Figure 1. Clock wires, drivers and flops (run 1).
Scale bar: 50 um.
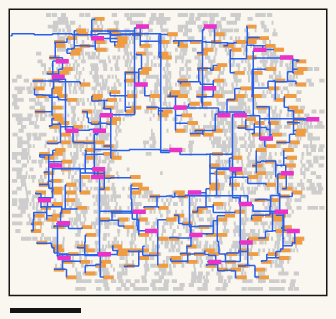
Figure 2. Sequential cells coloured by netlist name (run 1).
Scale bar: 50 um.
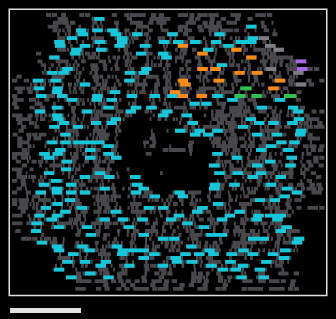
Figure 3. Clock routing (run 1).
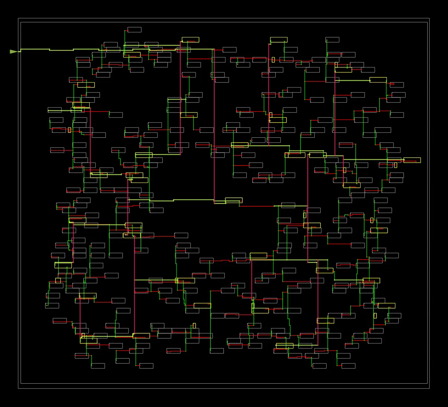
Figure 4. A small window of the routed layout (run 1).
Window x 152 to 182, y 35 to 65 um. Cells in grey, sequential cells in the stronger grey; small squares are vias.
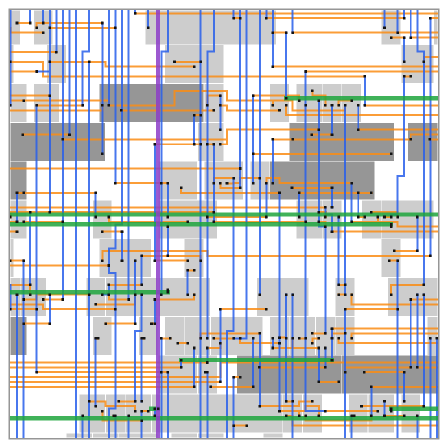
**src/rtl/sa_result_drain.sv**
```systemverilog
// Snapshots the flattened array result bus on a capture strobe and streams it out one element per handshake.
// Latency: capture at edge t presents element 0 from edge t+1; then up to one element per cycle.
// Backpressure: outputs hold while o_out_valid & !i_out_ready; a capture arriving mid-stream is dropped and flagged sticky.
module sa_result_drain #(
   parameter int WIDTH = 8,
   parameter int HPE   = 4,
   parameter int VPE   = 4,
   localparam int RW   = (VPE > 1) ? $clog2(VPE) : 1,
   localparam int CW   = (HPE > 1) ? $clog2(HPE) : 1
) (
   input  logic                        i_clk,
   input  logic                        i_rst,
   input  logic [2*WIDTH*HPE*VPE-1:0]  i_y_in,
   input  logic                        i_cap,
   output logic                        o_busy,
   output logic                        o_out_valid,
   input  logic                        i_out_ready,
   output logic [2*WIDTH-1:0]          o_out_data,
   output logic [RW-1:0]               o_out_row,
   output logic [CW-1:0]               o_out_col,
   output logic                        o_out_last,
   output logic                        o_overrun
);

   localparam int N  = HPE * VPE;
   localparam int EW = 2 * WIDTH;
   localparam int IW = (N > 1) ? $clog2(N) : 1;
   localparam logic [IW-1:0] LAST_IDX = IW'(N - 1);
   localparam logic [CW-1:0] COL_MAX  = CW'(HPE - 1);

   typedef enum logic {
      IDLE   = 1'b0,
      STREAM = 1'b1
   } state_t;

   state_t              r_state;
   logic [N*EW-1:0]     r_shadow;
   logic [IW-1:0]       r_idx;
   logic [EW-1:0]       r_data;
   logic [RW-1:0]       r_row;
   logic [CW-1:0]       r_col;
   logic                r_last;
   logic                r_valid;
   logic                r_busy;
   logic                r_overrun;

   logic [IW-1:0]       w_idx_nxt;
   logic [EW-1:0]       w_dat_nxt;
   logic [EW-1:0]       w_y_first;
   logic                w_xfer;

   assign w_y_first = i_y_in[N*EW-1 -: EW];
   assign w_xfer    = r_valid & i_out_ready;

   // Next element index and its data, selected from the shadow copy only
   always_comb begin
      w_idx_nxt = r_idx + IW'(1);
      w_dat_nxt = '0;
      for (int k = 0; k < N; k++) begin
         if (w_idx_nxt == IW'(k)) begin
            w_dat_nxt = r_shadow[(N-k)*EW-1 -: EW];
         end
      end
   end

   // Capture/stream FSM with all outputs registered; reset beats a same-edge capture
   always_ff @(posedge i_clk) begin
      if (!i_rst) begin
         r_state   <= IDLE;
         r_shadow  <= '0;
         r_idx     <= '0;
         r_data    <= '0;
         r_row     <= '0;
         r_col     <= '0;
         r_last    <= 1'b0;
         r_valid   <= 1'b0;
         r_busy    <= 1'b0;
         r_overrun <= 1'b0;
      end else begin
         case (r_state)
            IDLE: begin
               if (i_cap) begin
                  r_state  <= STREAM;
                  r_shadow <= i_y_in;
                  r_idx    <= '0;
                  r_data   <= w_y_first;
                  r_row    <= '0;
                  r_col    <= '0;
                  r_last   <= (LAST_IDX == '0);
                  r_valid  <= 1'b1;
                  r_busy   <= 1'b1;
               end
            end
            STREAM: begin
               if (w_xfer && r_last) begin
                  // Final element leaves; a capture on this very edge restarts with no bubble
                  if (i_cap) begin
                     r_shadow <= i_y_in;
                     r_idx    <= '0;
                     r_data   <= w_y_first;
                     r_row    <= '0;
                     r_col    <= '0;
                     r_last   <= (LAST_IDX == '0);
                  end else begin
                     r_state  <= IDLE;
                     r_valid  <= 1'b0;
                     r_busy   <= 1'b0;
                     r_last   <= 1'b0;
                  end
               end else begin
                  if (i_cap) begin
                     r_overrun <= 1'b1;
                  end
                  if (w_xfer) begin
                     r_idx  <= w_idx_nxt;
                     r_data <= w_dat_nxt;
                     r_last <= (w_idx_nxt == LAST_IDX);
                     if (r_col == COL_MAX) begin
                        r_col <= '0;
                        r_row <= r_row + RW'(1);
                     end else begin
                        r_col <= r_col + CW'(1);
                     end
                  end
               end
            end
            default: begin
               r_state <= IDLE;
               r_valid <= 1'b0;
               r_busy  <= 1'b0;
            end
         endcase
      end
   end

   assign o_busy      = r_busy;
   assign o_out_valid = r_valid;
   assign o_out_data  = r_data;
   assign o_out_row   = r_row;
   assign o_out_col   = r_col;
   assign o_out_last  = r_last;
   assign o_overrun   = r_overrun;

endmodule

```
**config.mk**
```make
export PLATFORM = sky130hd
export DESIGN_NAME = sa_result_drain
export DESIGN_NICKNAME = d
export VERILOG_FILES = /design/src/rtl/sa_result_drain.sv
export SDC_FILE = /design/constraint.sdc
export NUM_CORES = 1
export LEC_CHECK = 0
export ABC_AREA = 1
export CORE_ASPECT_RATIO = 0.9
export CORE_UTILIZATION = 30
export CTS_BUF_LIST = sky130_fd_sc_hd__clkbuf_16
export CTS_CLUSTER_SIZE = 10
export DETAILED_ROUTE_END_ITERATION = 6
export GPL_TIMING_DRIVEN = 0
export PLACE_DENSITY = 0.5
export SETUP_SLACK_MARGIN = 0.02
export SKIP_CTS_REPAIR_TIMING = 1
export SLEW_MARGIN = 20
export SYNTH_ARGS = -nofsm -noshare
export SYNTH_HDL_FRONTEND = slang
export SYNTH_SLANG_ARGS = --single-unit
```
**constraint.sdc**
```tcl
create_clock -name i_clk -period 2.8 [get_ports i_clk]
set_clock_uncertainty 0.2 [all_clocks]
set_input_delay 0.56 -clock i_clk [delete_from_list [all_inputs] [get_ports i_clk]]
set_output_delay 0.56 -clock i_clk [all_outputs]
set_load 0.02 [all_outputs]
```
==> results.json, run 1 <==
{
  "status": "finished with violations",
  "violations": "negative setup slack",
  "layout_top_cell": "o21ai_0",
  "fp.dieH_um": 201,
  "slew_headroom_pct": 50.5,
  "drc": 0,
  "use_met2_pct": 34.9,
  "grt-busiest-layer": "met2",
  "most-common-layout-cells": "362 x o21ai_0, 302 x nor2_1, 282 x clkdlybuf4s50_1, 281 x dfxtp_1, 262 x inv_1",
  "portBuffers": 282,
  "wl_mm": 50.6,
  "common_cells": "381 x o21ai_0, 323 x nand2_1, 305 x nor2_1",
  "required_ps": 2980,
  "fin_ws_ps": -331,
  "hp-start": "r_shadow[78]",
  "hold_viol_final": 0,
  "grt_pass1_wl_mm": 75.7,
  "yosys.area.top_type_share_pct": 43.2,
  "rsz0062_at_grt": "true",
  "grtUsageMet1_pct": 31.3,
  "fin_cells": 2894,
  "grt_use_met3_pct": 2.81,
  "hold_path_class": "reg -> reg",
  "synth_cells": 1982,
  "hpwl_mm": 38.8,
  "die_area_um2": 44700,
  "end_kind": "flop",
  "core_um2": 43200,
  "diodes": 0,
  "comb_area_um2": 6480,
  "htreeDepth": 2,
  "synth.cell_area_um2": 13200,
  "fin_util_pct": 43.0,
  "drv_slew": 0,
  "worst-setup-path-type": "reg -> reg",
  "ys_ff": 284,
  "ios": 284,
  "via_count": 13700,
  "fin_nets": 2592,
  "row_count": 72,
  "final.setup.tns_ps": -4410,
  "drive_above_1_share_pct": 13.3,
  "edf_count": 0,
  "dp_slack_ps": -1720,
  "area_growth_pct": 41.1,
  "finalCritPeriodShare_pct": 112,
  "path_max_fanout": 8,
  "place_congestion": 0.875,
  "ir_drop_mv": 0.361,
  "tightestPinTransition_ps": 743,
  "power.density_nw_per_um2": 597,
  "grt_max_degree": 11,
  "r2r-start": "r_idx[0]",
  "avgRoutedWirePerCell_um": 17.5,
  "ys_cells": 1982,
  "yosys_warnings": 0,
  "final_cell_area_um2": 18600,
  "grt_use_total_pct": 22.0,
  "period_minus_slack_ps": 3130,
  "drv_cap": 0,
  "most_common_cell": "o21ai_0",
  "fill_cells": 4520,
  "viasPerCell": 4.75,
  "cts_tree": "done",
  "post_dp_cell_area_um2": 16700,
  "first_pass_iters": 6,
  "synth.distinct_cells": 33,
  "syn_avg_cell_area_um2": 6.64,
  "cp-start-kind": "flop",
  "dp.cells": 2819,
  "ant_nets": 0,
  "yosys_area_um2": 13200,
  "cp.arrival_ps": 3310,
  "ff_type": "dfxtp_1",
  "drtIter0Drc": 881,
  "fin_hold_ws_ps": 248,
  "antenna_found_initial": 0,
  "warnings": 31,
  "top_area_cell": "dfxtp_1",
  "cts-root-buf": "clkbuf_16",
  "clk_path_buf_depth": 3,
  "die_w_um": 223,
  "fp-utilization_pct": 30.5,
  "yosys-top-cells-area": "dfxtp_1 43%, o21ai_0 14%, nand2_1 9.2%, nor2_1 8.7%, inv_1 7.4%",
  "ys_seq_share_pct": 43.2,
  "clk_pin_slew_ps": 50,
  "final-seq-area_um2": 5690,
  "grt-ovfl-total": 0,
  "total_power_mw": 11.1,
  "cts_buffers": 36,
  "max_freq_mhz": 319,
  "setup.worst_path.start": "r_idx[0]",
  "synth-async-reset-ratio_pct": 0,
  "leakage_nw": 7.76,
  "synth_nets": 2249,
  "grt_pass1_vias": 13300,
  "setup_viol": 27
}
-- Figure 1 (at the start) --
clock-net drivers: in magenta, count 36. clock wires: in blue, length 4160 um. flip-flops: in orange, count 284.
There are 37 routed clock nets.

-- Figure 2 (at the start) --
`o_out_row`: in purple, placed flops 2. `r_shadow`: in cyan, placed flops 256, where all over the die. `o_out_data`: in orange, placed flops 16. `r_idx`: in green, placed flops 4.
Another 6 sequential cells are not coloured.

-- Figure 3 (at the start) --
CTS Sinks: 284
worst skew pair latency: 520 ps

-- Figure 4 (at the start) --
M4: in purple. M3: in green. M1: in orange. M2: in blue.
Netlist names of flops here include `r_shadow` (6). Sequential cells in the window: 6. 61 logic cells have their middle in the window. Most frequent: nor2_1 (10), nand2_1 (9), o21ai_0 (8).

## run 1: power breakdown
group,internal [mW],total (mW),leakage (nW),switching [mW]
Combinational,0.998,2.46,4.91,1.46
Clock,2.34,4.07,0.510,1.73
Sequential,4.38,4.55,2.34,0.166
Total,7.73,11.1,7.76,3.36
## run 1: metal layers
layer,wire length [um],vias to the layer above,part of all wire [%]
li1,-,6973,-
met1,24100,6316,48
met2,22600,394,45
met3,2690,64,5.3
met4,1140,0,2.3
met5,0,-,0
## run 1: final timing paths
path,end,slack [ps],cells after the start
setup / recovery,o_out_data[14],-330,22
hold / removal,r_shadow[78],250,2
setup reg to reg,o_out_data[14],-330,22
hold reg to reg,r_shadow[78],250,2
## run 1: state kept, by name, indices dropped and copies added, names as in the netlist
name / cells
r_state: 1
o_out_col: 2
o_out_last: 1
r_idx: 4
o_busy: 1
o_out_data: 16
o_overrun: 1
r_shadow: 256
o_out_row: 2
## run 1: worst max-delay path, stage by stage (launching register included)
cell      delay (ps)
dfxtp_4          380
ha_4             180
xnor2_4          280
buf_6            150
nand3_4          100
buf_6            170
buf_8            130
o211ai_1         250
nand3_1          200
nand2_2          140
nand2_2           70
nand2_1           60
nand2_1           50
nand2_1           60
nand2_2           60
nand2_2           80
nand2_2           70
nand2_2           60
nand2_2           60
nand2_2           70
nand2_1           50
nand2_1           50
a21oi_1           50
## run 1: cells by family after synthesis
kind of cell | synth area share (%)
buf+inv | 11.8
fa+ha+maj | 0.665
compound gates | 21.2
xor+xnor | 0.209
flops | 43.2
simple gates | 22.9
## run 1: layout make-up
cell class | count | share of cell area [%]
plain buffers | 127 | 3.38
clock buffers | 37 | 4.98
clock inverters | 15 | 0.330
inverters | 275 | 5.61
multi-input cells | 1295 | 34.9
flip-flops and latches | 284 | 30.6
well taps | 555 | 3.74
repair buffers | 306 | 16.4
Figure 5. Drive-strength map (run 1).
Scale bar: 50 um.
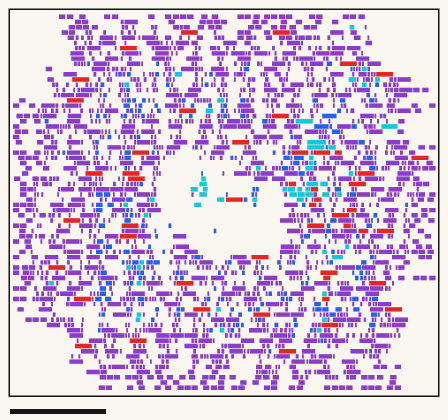

==> run 1 -> run 2 <==
--- a/config.mk
+++ b/config.mk
@@ -9,6 +9,7 @@
 export CORE_ASPECT_RATIO = 0.9
 export CORE_UTILIZATION = 30
 export CTS_BUF_LIST = sky130_fd_sc_hd__clkbuf_16
+export CTS_CLUSTER_DIAMETER = 120
 export CTS_CLUSTER_SIZE = 10
 export DETAILED_ROUTE_END_ITERATION = 6
 export GPL_TIMING_DRIVEN = 0
Figure 6. Drive-strength map (run 2).
Scale bar: 50 um.
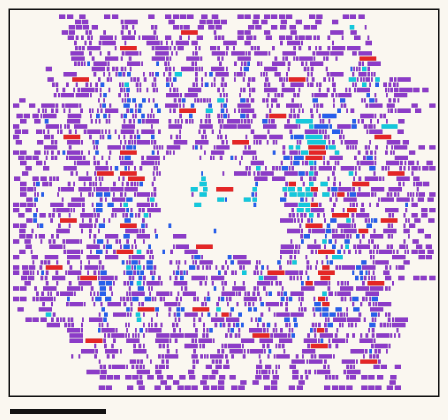
x3 and x4: in cyan, cells 66. x2: in blue, cells 226. x1 and smaller: in purple, cells 1986. x6 and larger: in red, cells 52.

Figure 7. Clock wires, drivers and flops (run 2).
Scale bar: 50 um.
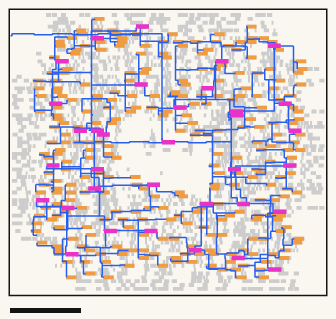
clock wires: in blue, length 4180 um. clock-net drivers: in magenta, count 34. flip-flops: in orange, count 284.
Position of the flops: all over the die.

==> run 2 against run 1 <==
Compared with the run above: the flow still finishes with violations (negative setup slack); maximum frequency fell by 1.8%; highest routed layer unchanged; largest cell class unchanged; worst hold slack barely moved; synthesized area did not move; largest power group unchanged; sequential share of layout area fell by 0.18 points; critical path type unchanged; critical endpoint is now o_out_data[15]; routed wire length rose by 0.23%; via count rose by 0.27%.
==> results.json, run 2 <==
{
  "crit_path_cell_trace": "ha_4 -> xnor2_4 -> nand2_4 -> nor2_4 -> inv_4 -> buf_8 -> o21ai_2 -> inv_2 -> nand2_2 -> nand3_2 -> nand2_2 -> nand2_2 -> nand2_2 -> nand3_2 -> nand3_2 -> nand3_1 -> nand2_1 -> nand2_1 -> nand2_1 -> nand2_2 -> nand2_2 -> nand2_4 -> nand2_2 -> a21oi_2",
  "crit_top_cell": "nand2_2",
  "r2r-start": "r_idx[1]",
  "regToRegSetupSlack_ps": -390,
  "path_depth": 24,
  "via_count": 13800,
  "most_common_cell": "o21ai_0",
  "setup_viol": 22,
  "p_switching_mw": 3.33,
  "top_area_cell": "dfxtp_1",
  "largest_reg_flops": 256,
  "final.setup.tns_ps": -4790,
  "row_count": 72,
  "core_um2": 43200,
  "route.met3.wl_mm": 2.64,
  "drv_slew": 0,
  "cts.sinks": 284,
  "status": "finished with violations",
  "area_growth_pct": 41.9,
  "ff_type": "dfxtp_1",
  "ant_nets": 0,
  "p_sw_share_pct": 30.2,
  "mux_share_pct": 0,
  "max_freq_mhz": 314,
  "antenna_found_initial": 0,
  "grt_max_degree": 11,
  "topCombFamilyByArea": "simple AND/OR/NAND/NOR gates",
  "syn_avg_cell_area_um2": 6.64,
  "fin_cells": 2885,
  "crit_end": "o_out_data[15]",
  "fin_util_pct": 43.3,
  "fin_ws_ps": -387,
  "drtIter0Drc": 988,
  "post_dp_cell_area_um2": 16700,
  "drc": 0,
  "dp.cells": 2819,
  "portBuffers": 282,
  "cp_num_buf_inv": 3,
  "grt-ovfl-total": 0,
  "cts-root-buf": "clkbuf_16",
  "grt-busiest-layer": "met2",
  "dr.max_layer_used": "met4",
  "r2r_cells": 24,
  "ys_seq_share_pct": 43.2,
  "use_met2_pct": 35.1,
  "synth.cell_area_um2": 13200,
  "violations": "negative setup slack",
  "cts_tree": "done",
  "synth-async-reset-ratio_pct": 0,
  "rsz0062_at_grt": "true",
  "avgRoutedWirePerCell_um": 17.6,
  "hpwl_mm": 38.8,
  "synthAoiAreaFrac_pct": 21.2,
  "cts_buffers": 34,
  "yosys-top-cells-area": "dfxtp_1 43%, o21ai_0 14%, nand2_1 9.2%, nor2_1 8.7%, inv_1 7.4%",
  "path_max_fanout": 8,
  "finalCritPeriodShare_pct": 114,
  "most-common-layout-cells": "356 x o21ai_0, 297 x nor2_1, 282 x clkdlybuf4s50_1, 281 x dfxtp_1, 253 x inv_1",
  "clk_latency_ps": 520,
  "power.density_nw_per_um2": 592,
  "required_ps": 3000,
  "largest-register": "r_shadow",
  "htreeDepth": 2,
  "fin_nets": 2595,
  "hold_viol_final": 0,
  "synth.distinct_cells": 33,
  "xor_area_share_pct": 0.209,
  "grtUsageMet1_pct": 30.9,
  "wl_mm": 50.7,
  "tightestPinTransition_ps": 705,
  "die_w_um": 223,
  "diodes": 0,
  "yosys_warnings": 0,
  "setup.worst_path.start": "r_idx[1]",
  "cp.arrival_ps": 3380,
  "fp-utilization_pct": 30.5,
  "hold_path_class": "reg -> reg",
  "place_congestion": 0.875,
  "synth_cells": 1982,
  "path_delay_family": "simple AND/OR/NAND/NOR gates",
  "clk_pin_slew_ps": 60,
  "cp_slowest_cell": "dfxtp_2",
  "seqPwrFrac_pct": 41.2,
  "clkPwrFrac_pct": 36.2,
  "fp.dieH_um": 201,
  "worst-setup-path-type": "reg -> reg",
  "period_minus_slack_ps": 3190,
  "yosys.area.top_type_share_pct": 43.2,
  "common_cells": "381 x o21ai_0, 323 x nand2_1, 305 x nor2_1",
  "final_cell_area_um2": 18700,
  "warnings": 31,
  "grt_pass1_vias": 13300,
  "layout_top_cell": "o21ai_0",
  "viasPerCell": 4.78,
  "drv_cap": 0,
  "yosys_area_um2": 13200,
  "combPwrFrac_pct": 22.6,
  "fa_ha_area_share_pct": 0.665,
  "simple_gate_area_share_pct": 22.9,
  "m1WireLength_mm": 24.4,
  "cp-start-kind": "flop",
  "slew_headroom_pct": 53.0,
  "timing.rr.end": "o_out_data[15]",
  "edf_count": 0,
  "ios": 284,
  "grt_use_met3_pct": 3.12,
  "grt_use_total_pct": 22.0,
  "slowest_delay_ps": 370,
  "drive_above_1_share_pct": 14.8,
  "end_kind": "flop",
  "die_area_um2": 44700,
  "first_pass_iters": 5,
  "leakage_nw": 7.79,
  "ys_cells": 1982,
  "wl_met2_mm": 22.7,
  "ys_ff": 284,
  "grt_pass1_wl_mm": 75.5,
  "power.internal_mw": 7.72,
  "synth_nets": 2249,
  "ir_drop_mv": 0.416,
  "clk_path_buf_depth": 3
}
-- run 2: netlist changes by cell type in the layout (fill, tap and decap cells not counted), moves of 6 or more --
cell / change
nand2_1: -10
nand3_1: -7
inv_1: -9
nand3_2: +7
nand2_2: +9
o21ai_0: -6
-- run 2: metrics by stage --
step                      hold slack (ps)  power (mW)  setup slack, ps
after detailed placement              241        6.80            -1720
final                                 249        11.1             -387
after global placement                234        6.77            -1870
after floorplan                       225        5.69              157
after CTS                             249        10.8            -1180
after global routing                  267        11.5             -505
-- run 2: power by group through the flow --
stage | clock [mW] | sequential, mW | combinational (mW)
finish | 4.00 | 4.55 | 2.50
global route | 4.23 | 4.58 | 2.72
CTS | 4.08 | 4.54 | 2.19
detailed placement | 0 | 4.62 | 2.17
global placement | 0 | 4.62 | 2.16
floorplan | 0 | 4.62 | 1.07
-- run 2: how the worst min path moves through the flow --
stage	start	end	slack, ps	depth (start not counted)
floorplan	r_shadow[102]	r_shadow[102]	220	2
finish	r_shadow[7]	r_shadow[7]	250	2
detailed placement	r_shadow[78]	r_shadow[78]	240	2
global placement	r_shadow[78]	r_shadow[78]	230	2
global route	r_shadow[157]	r_shadow[157]	270	2
CTS	r_shadow[78]	r_shadow[78]	250	2
-- run 2: cell type report --
| type | instances | area [um^2] |
|---|---|---|
| Buffer | 127 | 663 |
| Fill cell | 4490 | 24500 |
| Tap cell | 555 | 694 |
| Sequential cell | 284 | 5690 |
| Timing Repair Buffer | 311 | 3080 |
| Multi-Input combinational cell | 1295 | 6570 |
| Clock buffer | 37 | 926 |
| Clock inverter | 1 | 8.76 |
| Inverter | 275 | 1050 |
Power figures rest on the tool's default switching activity, not on a simulated workload.
